--- src/rtl/parking_request_scheduler_if.sv ---
// Request/task bus between the request sources, the scheduler and the elevator controller.
// master = request source / elevator controller side, slave = scheduler.
interface parking_request_scheduler_if #(
    parameter int DEPTH   = 4,
    parameter int PLATE_W = 16
);
    logic [PLATE_W-1:0]      license_plate;
    logic                    in_mode;
    logic                    out_mode;
    logic                    leakage;
    logic [2:0]              leakage_floor;
    logic                    task_done;
    logic                    todo_exists;
    logic                    todo_in;
    logic                    todo_out;
    logic                    todo_leak_move;
    logic [PLATE_W-1:0]      todo_license_plate;
    logic [2:0]              todo_floor;
    logic [$clog2(DEPTH):0]  queue_count;
    logic                    req_drop;

    modport master (
        output license_plate, in_mode, out_mode, leakage, leakage_floor, task_done,
        input  todo_exists, todo_in, todo_out, todo_leak_move,
               todo_license_plate, todo_floor, queue_count, req_drop
    );

    modport slave (
        input  license_plate, in_mode, out_mode, leakage, leakage_floor, task_done,
        output todo_exists, todo_in, todo_out, todo_leak_move,
               todo_license_plate, todo_floor, queue_count, req_drop
    );
endinterface

--- src/rtl/parking_request_scheduler.sv ---
// Parking-lot request scheduler: in/out FIFO plus a leakage priority slot, one task at a time.
// Optional macro DUP_PLATE_FILTER_EN drops in/out requests whose plate is already queued or active.
//
//  state | meaning
//  IDLE  | no active task; dispatches leakage first, else FIFO head
//  BUSY  | todo_* held stable until task_done
module parking_request_scheduler #(
    parameter int DEPTH   = 4,
    parameter int PLATE_W = 16
) (
    input  logic                          clock,
    input  logic                          reset,
    parking_request_scheduler_if.slave    bus
);
    localparam int AW = $clog2(DEPTH);
    localparam int CW = AW + 1;

    localparam logic [0:0] S_IDLE = 1'b0;
    localparam logic [0:0] S_BUSY = 1'b1;

    logic [PLATE_W-1:0] r_fifo_plate [DEPTH];
    logic               r_fifo_out   [DEPTH];
    logic [AW-1:0]      r_wr_ptr;
    logic [AW-1:0]      r_rd_ptr;
    logic [CW-1:0]      r_count;

    logic               r_leak_pending;
    logic [2:0]         r_leak_floor;

    logic [0:0]         r_state;
    logic               r_todo_exists;
    logic               r_todo_in;
    logic               r_todo_out;
    logic               r_todo_leak_move;
    logic [PLATE_W-1:0] r_todo_plate;
    logic [2:0]         r_todo_floor;
    logic               r_req_drop;

    logic w_req_valid;
    logic w_req_bad;
    logic w_full;
    logic w_pop;
    logic w_dup;
    logic w_push;
    logic w_leak_ok;
    logic w_leak_bad;
    logic w_drop;

    assign w_req_valid = (bus.in_mode ^ bus.out_mode) && (bus.license_plate != '0);
    assign w_req_bad   = (bus.in_mode || bus.out_mode) && !w_req_valid;
    assign w_full      = (r_count == CW'(DEPTH));
    assign w_pop       = (r_state == S_IDLE) && !r_leak_pending && (r_count != '0);
    assign w_leak_ok   = bus.leakage && (bus.leakage_floor != 3'd0);
    assign w_leak_bad  = bus.leakage && (bus.leakage_floor == 3'd0);

`ifdef DUP_PLATE_FILTER_EN
    // An entry is valid when its distance from the read pointer is below the fill count.
    always_comb begin
        logic [AW-1:0] w_off;
        w_off = '0;
        w_dup = r_todo_exists && !r_todo_leak_move && (r_todo_plate == bus.license_plate);
        for (int i = 0; i < DEPTH; i++) begin
            w_off = AW'(i) - r_rd_ptr;
            if (({1'b0, w_off} < r_count) && (r_fifo_plate[i] == bus.license_plate))
                w_dup = 1'b1;
        end
    end
`else
    assign w_dup = 1'b0;
`endif

    // A full FIFO still accepts a push on the edge it pops.
    assign w_push = w_req_valid && !w_dup && (!w_full || w_pop);
    assign w_drop = w_req_bad || (w_req_valid && !w_push) || w_leak_bad;

    always_ff @(posedge clock) begin
        if (w_push) begin
            r_fifo_plate[r_wr_ptr] <= bus.license_plate;
            r_fifo_out[r_wr_ptr]   <= bus.out_mode;
        end
    end

    always_ff @(posedge clock) begin
        if (reset) begin
            r_wr_ptr         <= '0;
            r_rd_ptr         <= '0;
            r_count          <= '0;
            r_leak_pending   <= 1'b0;
            r_leak_floor     <= 3'd0;
            r_state          <= S_IDLE;
            r_todo_exists    <= 1'b0;
            r_todo_in        <= 1'b0;
            r_todo_out       <= 1'b0;
            r_todo_leak_move <= 1'b0;
            r_todo_plate     <= '0;
            r_todo_floor     <= 3'd0;
            r_req_drop       <= 1'b0;
        end else begin
            r_req_drop <= w_drop;

            if (w_push) r_wr_ptr <= r_wr_ptr + AW'(1);
            if (w_pop)  r_rd_ptr <= r_rd_ptr + AW'(1);
            case ({w_push, w_pop})
                2'b10:   r_count <= r_count + CW'(1);
                2'b01:   r_count <= r_count - CW'(1);
                default: r_count <= r_count;
            endcase

            case (r_state)
                S_IDLE: begin
                    if (r_leak_pending) begin
                        r_todo_exists    <= 1'b1;
                        r_todo_leak_move <= 1'b1;
                        r_todo_floor     <= r_leak_floor;
                        r_todo_plate     <= '0;
                        r_leak_pending   <= 1'b0;
                        r_state          <= S_BUSY;
                    end else if (w_pop) begin
                        r_todo_exists <= 1'b1;
                        r_todo_in     <= !r_fifo_out[r_rd_ptr];
                        r_todo_out    <= r_fifo_out[r_rd_ptr];
                        r_todo_plate  <= r_fifo_plate[r_rd_ptr];
                        r_state       <= S_BUSY;
                    end
                end
                default: begin
                    if (bus.task_done) begin
                        r_todo_exists    <= 1'b0;
                        r_todo_in        <= 1'b0;
                        r_todo_out       <= 1'b0;
                        r_todo_leak_move <= 1'b0;
                        r_todo_plate     <= '0;
                        r_todo_floor     <= 3'd0;
                        r_state          <= S_IDLE;
                    end
                end
            endcase

            // Placed after the FSM so a leakage arriving on the dispatch edge stays pending.
            if (w_leak_ok) begin
                r_leak_pending <= 1'b1;
                r_leak_floor   <= bus.leakage_floor;
            end
        end
    end

    assign bus.todo_exists        = r_todo_exists;
    assign bus.todo_in            = r_todo_in;
    assign bus.todo_out           = r_todo_out;
    assign bus.todo_leak_move     = r_todo_leak_move;
    assign bus.todo_license_plate = r_todo_plate;
    assign bus.todo_floor         = r_todo_floor;
    assign bus.queue_count        = r_count;
    assign bus.req_drop           = r_req_drop;
endmodule

--- src/flat_wrapper.sv ---
// flat-port wrapper written by rule: the top's interface ports become plain ports
module parking_request_scheduler_flat 
#(
    parameter int DEPTH   = 4,
    parameter int PLATE_W = 16
)
  (clock, reset, bus_license_plate, bus_in_mode, bus_out_mode, bus_leakage, bus_leakage_floor, bus_task_done, bus_todo_exists, bus_todo_in, bus_todo_out, bus_todo_leak_move, bus_todo_license_plate, bus_todo_floor, bus_queue_count, bus_req_drop);
  parking_request_scheduler_if #(.DEPTH(DEPTH), .PLATE_W(PLATE_W)) bus_i ();
  input  logic clock;
  input  logic reset;
  input wire logic [$bits(bus_i.license_plate)-1:0] bus_license_plate;
  input wire logic [$bits(bus_i.in_mode)-1:0] bus_in_mode;
  input wire logic [$bits(bus_i.out_mode)-1:0] bus_out_mode;
  input wire logic [$bits(bus_i.leakage)-1:0] bus_leakage;
  input wire logic [$bits(bus_i.leakage_floor)-1:0] bus_leakage_floor;
  input wire logic [$bits(bus_i.task_done)-1:0] bus_task_done;
  output wire logic [$bits(bus_i.todo_exists)-1:0] bus_todo_exists;
  output wire logic [$bits(bus_i.todo_in)-1:0] bus_todo_in;
  output wire logic [$bits(bus_i.todo_out)-1:0] bus_todo_out;
  output wire logic [$bits(bus_i.todo_leak_move)-1:0] bus_todo_leak_move;
  output wire logic [$bits(bus_i.todo_license_plate)-1:0] bus_todo_license_plate;
  output wire logic [$bits(bus_i.todo_floor)-1:0] bus_todo_floor;
  output wire logic [$bits(bus_i.queue_count)-1:0] bus_queue_count;
  output wire logic [$bits(bus_i.req_drop)-1:0] bus_req_drop;
  assign bus_i.license_plate = bus_license_plate;
  assign bus_i.in_mode = bus_in_mode;
  assign bus_i.out_mode = bus_out_mode;
  assign bus_i.leakage = bus_leakage;
  assign bus_i.leakage_floor = bus_leakage_floor;
  assign bus_i.task_done = bus_task_done;
  assign bus_todo_exists = bus_i.todo_exists;
  assign bus_todo_in = bus_i.todo_in;
  assign bus_todo_out = bus_i.todo_out;
  assign bus_todo_leak_move = bus_i.todo_leak_move;
  assign bus_todo_license_plate = bus_i.todo_license_plate;
  assign bus_todo_floor = bus_i.todo_floor;
  assign bus_queue_count = bus_i.queue_count;
  assign bus_req_drop = bus_i.req_drop;
  parking_request_scheduler #(.DEPTH(DEPTH), .PLATE_W(PLATE_W)) u_core (.clock(clock), .reset(reset), .bus(bus_i));
endmodule
--- config.mk ---
export PLATFORM = sky130hd
export DESIGN_NAME = parking_request_scheduler_flat
export DESIGN_NICKNAME = d
export VERILOG_FILES = /design/src/rtl/parking_request_scheduler_if.sv /design/src/rtl/parking_request_scheduler.sv /design/src/flat_wrapper.sv
export SDC_FILE = /design/constraint.sdc
export NUM_CORES = 1
export LEC_CHECK = 0
export CORE_UTILIZATION = 55
export DETAILED_ROUTE_END_ITERATION = 7
export PLACE_DENSITY = 0.79
export RECOVER_POWER = 25
export SLEW_MARGIN = 25
export SYNTH_ARGS = -nofsm -noshare
export SYNTH_HDL_FRONTEND = slang
export SYNTH_SLANG_ARGS = --single-unit
--- constraint.sdc ---
create_clock -name clock -period 2.7 [get_ports clock]
set_input_delay 0.54 -clock clock [delete_from_list [all_inputs] [get_ports clock]]
set_output_delay 0.54 -clock clock [all_outputs]
set_load 0.1 [all_outputs]
Fig. 1: routed clock nets over the placement
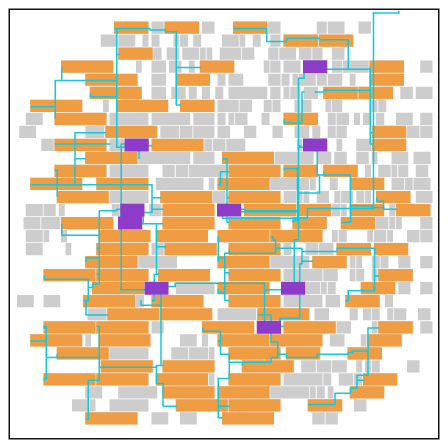
Key: flip-flops = orange [count 106]; clock drivers = purple [count 9]; clock wires = cyan [length 991 microns]
There are 10 routed clock nets. Position of the flops: all over the die.
Clock Power: 0.935 mW
clk_lat worst skew: 350 ps
clock skew: 8.48 ps
clock network fraction of total power: 0.185

Fig. 2: drive-strength map
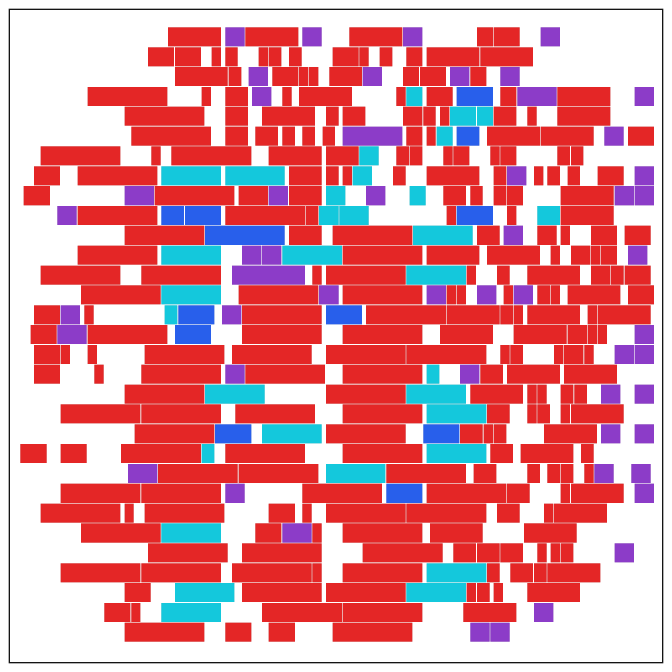
Key: _6 and larger = blue [cells 12, share 3.3%]; _0 and _1 cells = red [cells 268, share 74%]; _3 and _4 cells = purple [cells 52, share 14%]; _2 cells = cyan [cells 32, share 8.8%]
Area Overhead vs Synth: 20.8%
Buffers, non-clock: 79
design area: 0.00507 sq mm

Fig. 3: placed cells, one colour a class
The bar under the picture is 20 microns long.
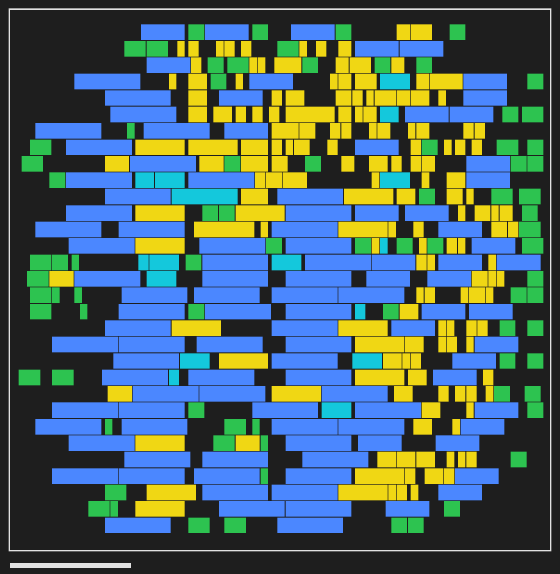
Key: other buffers and delay cells = green [cells 79]; combinational and other logic = yellow [cells 163]; flops = blue [cells 106]; clock drivers and dummy loads = cyan [cells 16]
Core ar.: 0.00733 sq mm
sequential fraction of total cell area: 0.553
Rows: 31
Final Util: 0.692

==> out/metrics.csv <==
stage;metric;value;unit
final_layout;antenna_cells;0;
drt;drc;0;
yosys;ys_area;0.00420;sq mm
sta;final.min_clock_period;2580;ps
yosys;syn_inst;286;
critical_path;path_depth;8;
place;placed_cells;447;
die;dieArea;0.00799;sq mm
cts;clk_pin_slew;90;ps
yosys;area_leaders;edfxtp_1 49%, dfxtp_1 18%, mux4_2 9.1%;
yosys;syn-num-nets;317;
grt;grt_use_total;0.216;
hold_path;hold_class;reg2reg;
grt;grt_pass1_wl;12.3;mm
cts;post_cts_buffers;0;
drt;vias_per_cell;5.62;
final_layout;layout.nets;390;
die;initCoreUtil;0.573;
sta;finalSetupViolCount;0;
status;outcome;completed;
critical_path;crit_arrival;2830;ps
cts;cts_buffers;9;
yosys;syn_avg_cell_area;14.7;sq um
critical_path;cp_top_family;simple AND/OR/NAND/NOR gates;
sta;hold_slack;467;ps
die;io_pins;52;
hold_path;hold_depth;2;
critical_path;reg2reg_depth;7;
critical_path;critPathSlowestCell;dlygate4sd3_1;
final_layout;finalNonFillerCells;463;
sta;hold_violations;0;
yosys;synth_seq_share;0.668;
yosys;syn_area;0.00420;sq mm
pwr;ir_worst_vdd;0.438;mV
sta;slew-limit-headroom;0.606;
yosys;synth_warnings;0;
job;maxCapViolCount;0;
yosys;most_common_cell;edfxtp_1;
pwr;total_power;5.05;mW
yosys;yosysUniqueCellTypes;36;
critical_path;cp_max_fo;4;
sta;fmax;388;MHz
critical_path;path_buffers;1;
drt;ant_nets;0;
place;placed_cell_area;0.00491;sq mm
critical_path;crit_path_start_kind;input pin;
die;die_w;89.4;microns
place;portBuffers;51;
drt;post_drt_wl_per_cell;17.1;microns
critical_path;end_kind;register;
yosys;synth_top_cell_by_area;edfxtp_1;
place;dpl_worst_slack;-305;ps
place;place.gp.congestion;0.895;
sta;rsz0062_at_grt;false;
drt;first_iter_violations;148;
sta;finalSetupTns;0;ps
critical_path;rrSetupSlack;440;ps
final_layout;drive_gt1_frac;0.264;
cts;cts_tree;yes;
grt;grt_pass1_vias;2473;
critical_path;crit_chain;dlygate4sd3_1 -> or4_4 -> o41a_1 -> nor2_2 -> fa_2 -> or3_1 -> mux2i_1 -> nor4_1;
cts;cts-htree-levels;3;
pwr;p_per_area;997;mW/mm^2
sta;slew_viol_final;0;
pwr;leakage;1.80;nW
yosys;synthArstFlopShare;0;
Fig. 4: the clock network
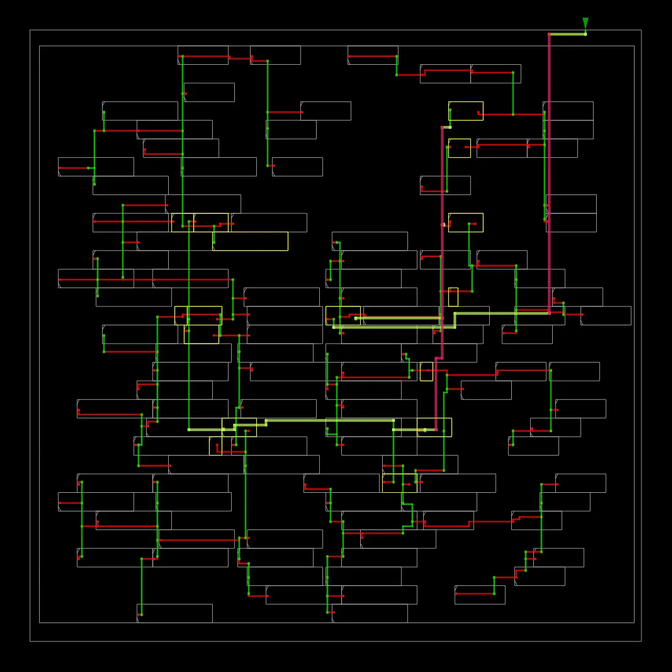
seq_cells: 106
# clock sinks: 106

Fig. 5: metal 1
Supply wires on this layer in grey. Cells faint in the background.
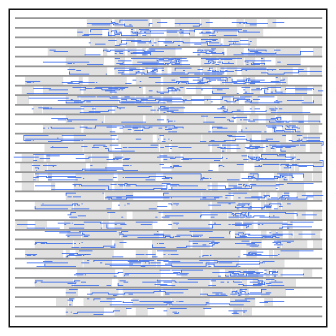
The longest straight run is 46.9 microns. The layer holds 43% of the routed length.
met1 Use GR: 0.289
vias: 2603
WL final: 7.92 mm

==> sequential cells by signal, indices dropped and copies added (netlist names), named ones only <==
register / flops
u_core.bus.queue_count: 3
u_core.r_fifo_plate: 64
u_core.r_fifo_out: 4
u_core.r_state: 1
u_core.bus.todo_floor: 3
u_core.bus.todo_exists: 1
u_core.bus.req_drop: 1
u_core.bus.todo_license_plate: 16
u_core.r_leak_floor: 3
u_core.bus.todo_out: 1
u_core.r_rd_ptr: 2
u_core.bus.todo_in: 1
u_core.bus.todo_leak_move: 1
u_core.r_leak_pending: 1
u_core.r_wr_ptr: 2
==> path summary, 6_finish.rpt <==
path	start	end
worst max-delay path	bus_license_plate[7]	u_core.bus.queue_count[2]$_SDFFE_PP0P_
worst min-delay path	u_core.r_leak_floor[0]$_SDFFE_PP0P_	u_core.r_leak_floor[0]$_SDFFE_PP0P_
worst max register to register	u_core.bus.queue_count[0]$_SDFFE_PP0P_	u_core.bus.queue_count[2]$_SDFFE_PP0P_
worst min register to register	u_core.r_leak_floor[0]$_SDFFE_PP0P_	u_core.r_leak_floor[0]$_SDFFE_PP0P_
==> cells in the final DEF (no fill, tap or decap), types with 4 or more instances in the layout <==
cell,instances
clkdlybuf4s50_1,21
nand2b_1,4
and3_2,4
edfxtp_1,68
dfxtp_1,38
nand2_1,8
nor2_1,30
clkbuf_8,9
nor4b_1,16
or4_4,4
a21oi_1,26
buf_4,45
nand3_1,8
ha_1,5
inv_1,6
a22oi_1,5
mux4_2,17
clkbuf_1,10
==> what timing repair did <==
action,CTS,global route
gates resized,0,5
hold buffers,0,0
setup endpoints to repair,0,1
==> cell families (layout without fill, tap and decap cells) <==
| family | count (synthesis) | in the layout | share of synthesized area |
|---|---|---|---|
| DFF | 106 | 106 | 0.668 |
| and+or+nand+nor | 87 | 87 | 0.117 |
| AOI/OAI and AO/OA | 39 | 39 | 0.0587 |
| muxes | 23 | 23 | 0.110 |
| buffers and inverters | 23 | 101 | 0.0230 |
| adders and majority gates | 6 | 6 | 0.0197 |
| xor gates and xnor gates | 2 | 2 | 0.00417 |
==> tightest hold or removal path, delay by kind of cell, from the launching register on <==
| kind | cells | cell delay (ps) |
|---|---|---|
| AOI/OAI and AO/OA | 1 | 50 |
| and+or+nand+nor | 1 | 50 |
| DFF | 1 | 330 |
==> where the power goes <==
group	switching, mW	leakage (nW)	internal [mW]
clock	0.508	0.101	0.428
combinational	1.38	0.762	0.665
sequential	0.132	0.935	1.94
==> layer usage <==
| layer | track usage | part of all wire | vias up |
|---|---|---|---|
| met1 | 0.289 | 0.43 | 1282 |
| met3 | 0.0351 | 0.051 | 10 |
| met4 | 0.0924 | 0.016 | 0 |
| li1 | - | - | 1231 |
| met5 | 0 | 0 | - |
| met2 | 0.353 | 0.50 | 80 |
==> layout make-up <==
cell class	instances	area, sq um
Sequential cell	106	2800
Fill cell	498	2260
Multi-Input combinational cell	157	1320
Timing Repair Buffer	79	616
Clock buffer	9	124
Tap cell	99	124
Clock inverter	7	66.3
Inverter	6	22.5
Power figures rest on the tool's default switching activity, not on a simulated workload.
